## config.mk

```make
export PLATFORM = sky130hd
export DESIGN_NAME = led_bar_decoder
export DESIGN_NICKNAME = d
export VERILOG_FILES = /design/src/rtl/led_bar_decoder.sv
export SDC_FILE = /design/constraint.sdc
export NUM_CORES = 1
export LEC_CHECK = 0
export CAP_MARGIN = 20
export CORE_UTILIZATION = 32
export DETAILED_ROUTE_END_ITERATION = 10
export GPL_TIMING_DRIVEN = 1
export SLEW_MARGIN = 10
export SYNTH_ARGS = -nofsm -noshare
export SYNTH_HDL_FRONTEND = slang
export SYNTH_SLANG_ARGS = --single-unit
```

## constraint.sdc

```tcl
create_clock -name clk -period 7.8 [get_ports clk]
set_input_delay 1.56 -clock clk [delete_from_list [all_inputs] [get_ports clk]]
set_output_delay 1.56 -clock clk [all_outputs]
set_load 0.05 [all_outputs]
```

## src/rtl/led_bar_decoder.sv

```systemverilog
// Bouncing LED bar decoder: samples a bar display on strobe, tracks head position,
// direction and bounces, and flags out-of-sequence frames. Option: LED_BAR_DECODER_LATE_TURNAROUND_EN.
module led_bar_decoder #(
    parameter int SCREEN_WIDTH = 8,
    parameter int BAR_WIDTH    = 3,
    parameter int COUNT_WIDTH  = 8,
    localparam int POS_W       = $clog2(SCREEN_WIDTH + BAR_WIDTH)
) (
    input  logic                    clk,
    input  logic                    reset,
    input  logic                    sample,
    input  logic [SCREEN_WIDTH-1:0] screen,
    output logic [POS_W-1:0]        position,
    output logic                    direction,
    output logic                    locked,
    output logic                    frame_error,
    output logic [COUNT_WIDTH-1:0]  bounce_count,
    output logic [1:0]              state_dbg
);

    localparam int IDX_W = (SCREEN_WIDTH > 2) ? $clog2(SCREEN_WIDTH) : 1;
    localparam int LEN_W = $clog2(SCREEN_WIDTH + 1);

`ifdef LED_BAR_DECODER_LATE_TURNAROUND_EN
    localparam logic [POS_W-1:0] T_MIN = '0;
    localparam logic [POS_W-1:0] T_MAX = POS_W'(SCREEN_WIDTH + BAR_WIDTH - 2);
`else
    localparam logic [POS_W-1:0] T_MIN = POS_W'(BAR_WIDTH - 1);
    localparam logic [POS_W-1:0] T_MAX = POS_W'(SCREEN_WIDTH - 1);
`endif

    typedef enum logic [1:0] {
        IDLE   = 2'd0,
        SYNC   = 2'd1,
        LOCKED = 2'd2
    } state_t;

    state_t                 state_q, state_d;
    logic [POS_W-1:0]       pos_q, pos_d;
    logic                   dir_q, dir_d;
    logic                   locked_q, locked_d;
    logic                   err_q, err_d;
    logic [COUNT_WIDTH-1:0] bcnt_q, bcnt_d;

    logic [IDX_W-1:0] run_lo, run_hi;
    logic [LEN_W-1:0] run_len;
    logic             run_seen, run_contig;
    logic             frame_legal;
    logic [POS_W-1:0] frame_t;
    logic [POS_W-1:0] exp_t;
    logic             exp_dir;

    always_comb begin
        run_lo   = '0;
        run_hi   = '0;
        run_len  = '0;
        run_seen = 1'b0;
        for (int i = 0; i < SCREEN_WIDTH; i++) begin
            if (screen[i]) begin
                if (!run_seen) run_lo = IDX_W'(i);
                run_hi   = IDX_W'(i);
                run_len  = run_len + LEN_W'(1);
                run_seen = 1'b1;
            end
        end
    end

    // A single run is contiguous exactly when its span equals its population.
    assign run_contig = (int'(run_hi) - int'(run_lo) + 1) == int'(run_len);

    always_comb begin
        frame_legal = 1'b0;
        frame_t     = '0;
        if (run_seen && run_contig) begin
            if (int'(run_len) == BAR_WIDTH) begin
                frame_legal = 1'b1;
                frame_t     = POS_W'(run_hi);
            end
`ifdef LED_BAR_DECODER_LATE_TURNAROUND_EN
            else if (int'(run_len) < BAR_WIDTH && int'(run_lo) == 0) begin
                frame_legal = 1'b1;
                frame_t     = POS_W'(run_len) - POS_W'(1);
            end else if (int'(run_len) < BAR_WIDTH && int'(run_hi) == SCREEN_WIDTH - 1) begin
                frame_legal = 1'b1;
                frame_t     = POS_W'(SCREEN_WIDTH - 1 + BAR_WIDTH) - POS_W'(run_len);
            end
`endif
        end
    end

    always_comb begin
        exp_dir = dir_q;
        exp_t   = dir_q ? pos_q + POS_W'(1) : pos_q - POS_W'(1);
        if (pos_q == T_MAX) begin
            exp_t   = pos_q - POS_W'(1);
            exp_dir = 1'b0;
        end else if (pos_q == T_MIN) begin
            exp_t   = pos_q + POS_W'(1);
            exp_dir = 1'b1;
        end
    end

    always_comb begin
        state_d = state_q;
        pos_d   = pos_q;
        dir_d   = dir_q;
        err_d   = 1'b0;
        bcnt_d  = bcnt_q;
        if (sample) begin
            if (!frame_legal) begin
                state_d = IDLE;
                err_d   = 1'b1;
            end else begin
                case (state_q)
                    IDLE: begin
                        state_d = SYNC;
                        pos_d   = frame_t;
                    end
                    SYNC: begin
                        if (frame_t == pos_q) begin
                            state_d = SYNC;
                        end else if (frame_t == pos_q + POS_W'(1) || frame_t == pos_q - POS_W'(1)) begin
                            state_d = LOCKED;
                            pos_d   = frame_t;
                            dir_d   = frame_t > pos_q;
                        end else begin
                            pos_d = frame_t;
                            err_d = 1'b1;
                        end
                    end
                    LOCKED: begin
                        if (frame_t == pos_q) begin
                            state_d = LOCKED;
                        end else if (frame_t == exp_t) begin
                            pos_d = frame_t;
                            dir_d = exp_dir;
                            if (exp_dir != dir_q) bcnt_d = bcnt_q + COUNT_WIDTH'(1);
                        end else begin
                            state_d = SYNC;
                            pos_d   = frame_t;
                            err_d   = 1'b1;
                        end
                    end
                    default: state_d = IDLE;
                endcase
            end
        end
        locked_d = (state_d == LOCKED);
    end

    always_ff @(posedge clk or posedge reset) begin
        if (reset) begin
            state_q  <= IDLE;
            pos_q    <= '0;
            dir_q    <= 1'b1;
            locked_q <= 1'b0;
            err_q    <= 1'b0;
            bcnt_q   <= '0;
        end else begin
            state_q  <= state_d;
            pos_q    <= pos_d;
            dir_q    <= dir_d;
            locked_q <= locked_d;
            err_q    <= err_d;
            bcnt_q   <= bcnt_d;
        end
    end

    assign position     = pos_q;
    assign direction    = dir_q;
    assign locked       = locked_q;
    assign frame_error  = err_q;
    assign bounce_count = bcnt_q;
    assign state_dbg    = state_q;

endmodule

```

Run 1, the metal 1 layer:
Scale: 4 px per µm.
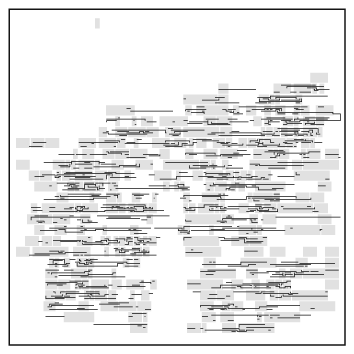
286 nets have wire on it. The wires run mostly horizontal. The longest straight run is 25.3 µm. The layer carries 2270 µm of wire. The layer holds 48% of the routed length.
Post-Route WL: 4710 µm
met1 Use GR: 18.9%
via count: 1938

Run 1, the metal 2 layer:
Scale: 6 px per µm.
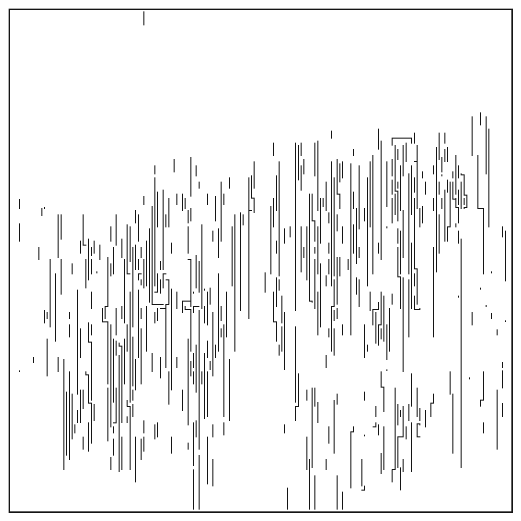
The layer carries 2250 µm of wire. The layer holds 48% of the routed length. The longest straight run is 38.1 µm.
grt met2 use: 22.8%

Run 1, metal 3:
Scale: 3 px per µm.
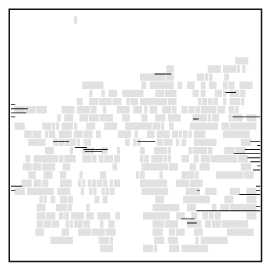
The wires run mostly horizontal. The layer holds 2.7% of the routed length. The layer carries 129 µm of wire. The longest straight run is 20.9 µm. 28 nets have wire on it.
met3 usage: 1.68%

==> flow_summary.toml, run 1 <==
# physical design summary
[synthesis]
fp_nets = 289
syn_inst = 252
ys_sh_simple_pct = 23.0
synth.avg_cell_area_um2 = 8.45
edf_count = 0
largest_area_cell = "dfrtp_1"
postSynth.asyncResetShare_pct = 100
ys_cells = 252
synth_chip_area_um2 = 2130
synth-xor-area-share_pct = 14.3
top_cell_area_share_pct = 17.6
ys.flops = 16
synth-adder-area-share_pct = 15.6
ys_sh_aoi_pct = 19.3
synthTopCellsByCount = "ha_1 (25), nand2_1 (24), inv_1 (21)"
synthTopCellsByArea = "dfrtp_1 (18%), ha_1 (15%), xnor2_1 (6.6%)"
ys_seq_share_pct = 18.9

[cells_and_area]
area_dominant_class = "multi-input combinational cells"
buffer_area_share_pct = 14.1
seq_area_um2 = 402
inverters = 21
comb_area_um2 = 1660
final_core_util_pct = 41.7
clk_share_pct = 2.07
diodes = 0

[critical_path]
worstSetupStartpointType = "input port"
worst-path-stages = 28
r2r_setup_slack_ns = 4.93
worstPathMaxFanout = 4
slowest_stage = "clkdlybuf4s50_1"
crit_path_frequent_cell = "ha_1"
crit_arrival_ns = 7.64
crit_start = "screen[1]"
slowest_delay_ns = 0.51
rr_worst_depth = 9
path_class = "input port to flop"

[grt]
track_usage_pct = 13.8
grt_max_degree = 17
busiest_layer = "met2"

[final_timing]
fin_crit_sh_pct = 95.6
fin_skew_ns = 0.00195
whs_ns = 0.483
maxSlewViolCount = 0
slew_headroom_pct = 60.0
fin_tns_setup_ns = 0
min_period_ns = 7.46
tightest_slew_ns = 0.600
setup_viol = 0
worst_slack_ns = 0.340

[routing]
wl_met2_um = 2250
drt_iter0_markers = 68
antenna_left = 0
met1_length_um = 2270
wl_per_cell_um = 12.9

[clocking]
cts_buffer_depth = 2
clk_pin_slew_ns = 0.06
insertion_delay_ns = 0.25
cts_max_level = 1
cts_tree = "built"
cts.hold.buffers_added = 0
cts_buffers = 3
cts_root_buffer = "clkbuf_8"

[power_and_ir_drop]
pg_seq_mw = 0.107
comb_cell_power_mw = 0.309
swShare_pct = 44.0
irDropWorstVdd_v = 0.000145
p_clk_mw = 0.0750
power.switching_mw = 0.216
seqPwrFrac_pct = 21.8
power_mw = 0.491
leakagePower_nw = 1.17

[die]
die_w_um = 83.6
initCoreUtil_pct = 33.3
chipArea_um2 = 6980
tap-cell-count = 77
coreArea_um2 = 6390

[placement]
port-buffer-count = 26
gp_congestion = 0.875
post_dp_cell_area_um2 = 2540
place_hpwl_um = 3800

[worst_hold_path]
min_path_type = "flop to flop"

[run]
log.warning_count = 34

[outcome]
outcome = "completed"
==> inputs of run 2 (changes only) <==
- ABC_CLOCK_PERIOD_IN_PS: default -> 7800
- CAP_MARGIN: 20 -> 25
Run 2, routing congestion:
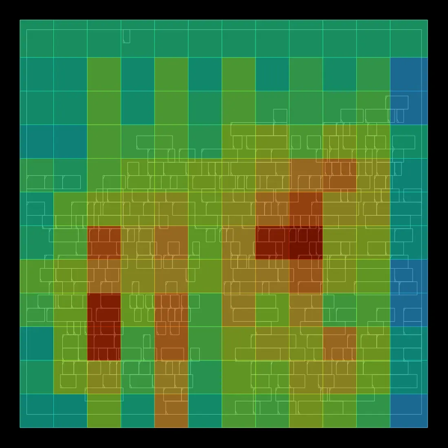
total track usage: 13.8%
gr busiest metal: met2
drt wl/cell: 12.9 µm

Run 2, I/O pins on the die edge:
Scale: 6 px per µm. Pins as bars across the die edge, other pins in gray.
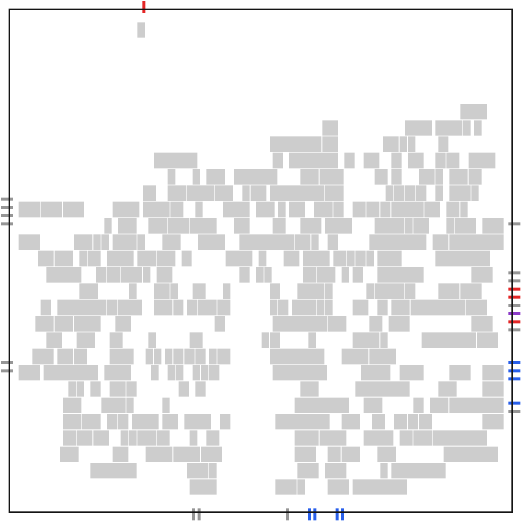
Key: frame_error = purple [pins 1, direction output, edge east]; bounce_count = blue [pins 8, direction output, edge 4 south, 4 east]; position = red [pins 4, direction output, edge 3 east, 1 north]
All pins by edge: 14 east, 7 south, 6 west, 1 north.
Die Y: 83.6 µm
horizontal die size: 83.6 µm
IO Port Bufs: 26

==> flow_summary.toml, run 2 <==
# physical design summary
[final_timing]
fin_crit_sh_pct = 95.6
whs_ns = 0.483
setup_viol = 0
fin_skew_ns = 0.00195

[synthesis]
syn_inst = 252
synth-xor-area-share_pct = 14.3
ys_cells = 252
ys_sh_simple_pct = 23.0
largest_area_cell = "dfrtp_1"
synthTopCellsByArea = "dfrtp_1 (18%), ha_1 (15%), xnor2_1 (6.6%)"
synthTopCellsByCount = "ha_1 (25), nand2_1 (24), inv_1 (21)"
edf_count = 0
fp_nets = 289

[power_and_ir_drop]
power.switching_mw = 0.216
comb_cell_power_mw = 0.309
leakagePower_nw = 1.17
p_clk_mw = 0.0750

[grt]
grt_max_degree = 17
met2_usage_pct = 22.8

[critical_path]
slowest_delay_ns = 0.51
r2r_setup_slack_ns = 4.93
crit_path_frequent_cell = "ha_1"
rr_worst_depth = 9
crit_arrival_ns = 7.64
slowest_stage = "clkdlybuf4s50_1"
worstPathMaxFanout = 4
path_class = "input port to flop"
worstSetupStartpointType = "input port"

[placement]
place_hpwl_um = 3800
gp_congestion = 0.875

[die]
tap-cell-count = 77
initCoreUtil_pct = 33.3

[clocking]
cts_root_buffer = "clkbuf_8"
cts_buffer_depth = 2
cts_buffers = 3
insertion_delay_ns = 0.25

[routing]
vias = 1938
antenna_left = 0

[worst_hold_path]
min_path_type = "flop to flop"

[run]
log.warning_count = 34

[cells_and_area]
comb_area_um2 = 1660

[outcome]
outcome = "completed"
Run 2, metal 3:
Scale: 3 px per µm.
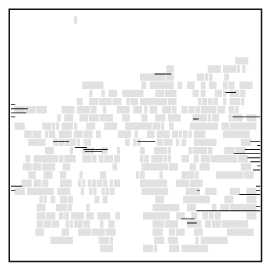
28 nets have wire on it. The layer carries 129 µm of wire. The layer holds 2.7% of the routed length. The wires run mostly horizontal.

==> inputs of run 3 (changes only) <==
- CTS_BUF_LIST: default -> sky130_fd_sc_hd__clkbuf_4 sky130_fd_sc_hd__clkbuf_8
Run 3, the metal 2 layer:
Scale: 6 px per µm.
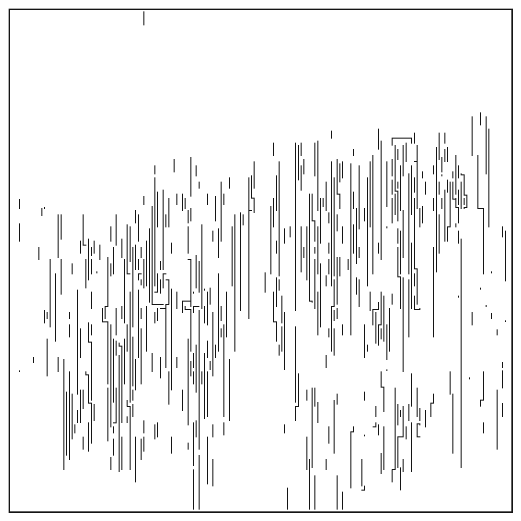
The layer carries 2250 µm of wire. 273 nets have wire on it. The wires run mostly vertical. The layer holds 48% of the routed length. The longest straight run is 38.1 µm.

Run 3, I/O pins on the die edge:
Scale: 6 px per µm. Pins as bars across the die edge, other pins in gray.
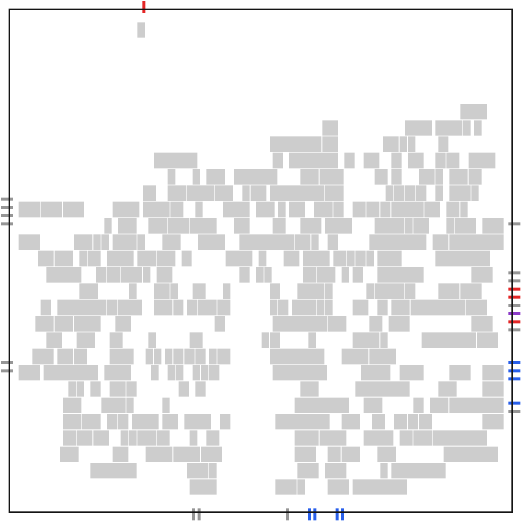
Key: bounce_count = blue [pins 8, direction output, edge 4 south, 4 east]; position = red [pins 4, direction output, edge 3 east, 1 north]; frame_error = purple [pins 1, direction output, edge east]
All pins by edge: 14 east, 7 south, 6 west, 1 north.

==> flow_summary.toml, run 3 <==
# physical design summary
[clocking]
cts_buffer_depth = 2
insertion_delay_ns = 0.25
cts_root_buffer = "clkbuf_8"
cts_buffers = 3

[synthesis]
syn_inst = 252
ys.flops = 16
post_synth_num_cell_types = 60
ys_cells = 252
synth-xor-area-share_pct = 14.3
largest_area_cell = "dfrtp_1"
edf_count = 0
syn-cell-area_um2 = 2130
fp_nets = 289
synthTopCellsByCount = "ha_1 (25), nand2_1 (24), inv_1 (21)"

[power_and_ir_drop]
power.switching_mw = 0.216
comb_cell_power_mw = 0.309
p_clk_mw = 0.0750
p_clk_share_pct = 15.3

[cells_and_area]
comb_area_um2 = 1660

[die]
die_h_um = 83.6
initCoreUtil_pct = 33.3

[final_timing]
whs_ns = 0.483
fin_tns_setup_ns = 0
fin_crit_sh_pct = 95.6
fin_skew_ns = 0.00195
setup_viol = 0
maxSlewViolCount = 0

[critical_path]
worstPathMaxFanout = 4
crit_arrival_ns = 7.64
path_class = "input port to flop"
r2r_setup_slack_ns = 4.93
crit_path_frequent_cell = "ha_1"
slowest_delay_ns = 0.51
rr_worst_depth = 9
worstSetupStartpointType = "input port"
slowest_stage = "clkdlybuf4s50_1"

[grt]
busiest_layer = "met2"
track_usage_pct = 13.8
met2_usage_pct = 22.8
grt_pass1_wl_um = 8140

[worst_hold_path]
min_path_type = "flop to flop"

[outcome]
outcome = "completed"

[placement]
gp_congestion = 0.875
port-buffer-count = 26

[routing]
antenna_left = 0
vias = 1938

[run]
log.warning_count = 34
Run 3, routing congestion:
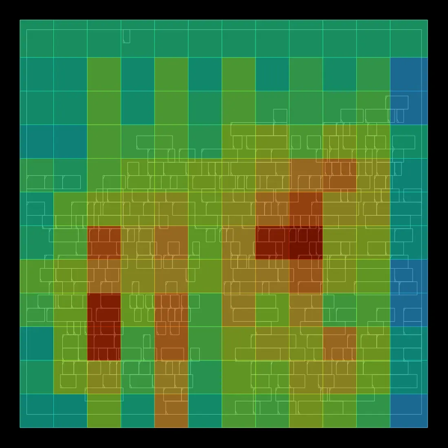
Util after Layout: 41.7%

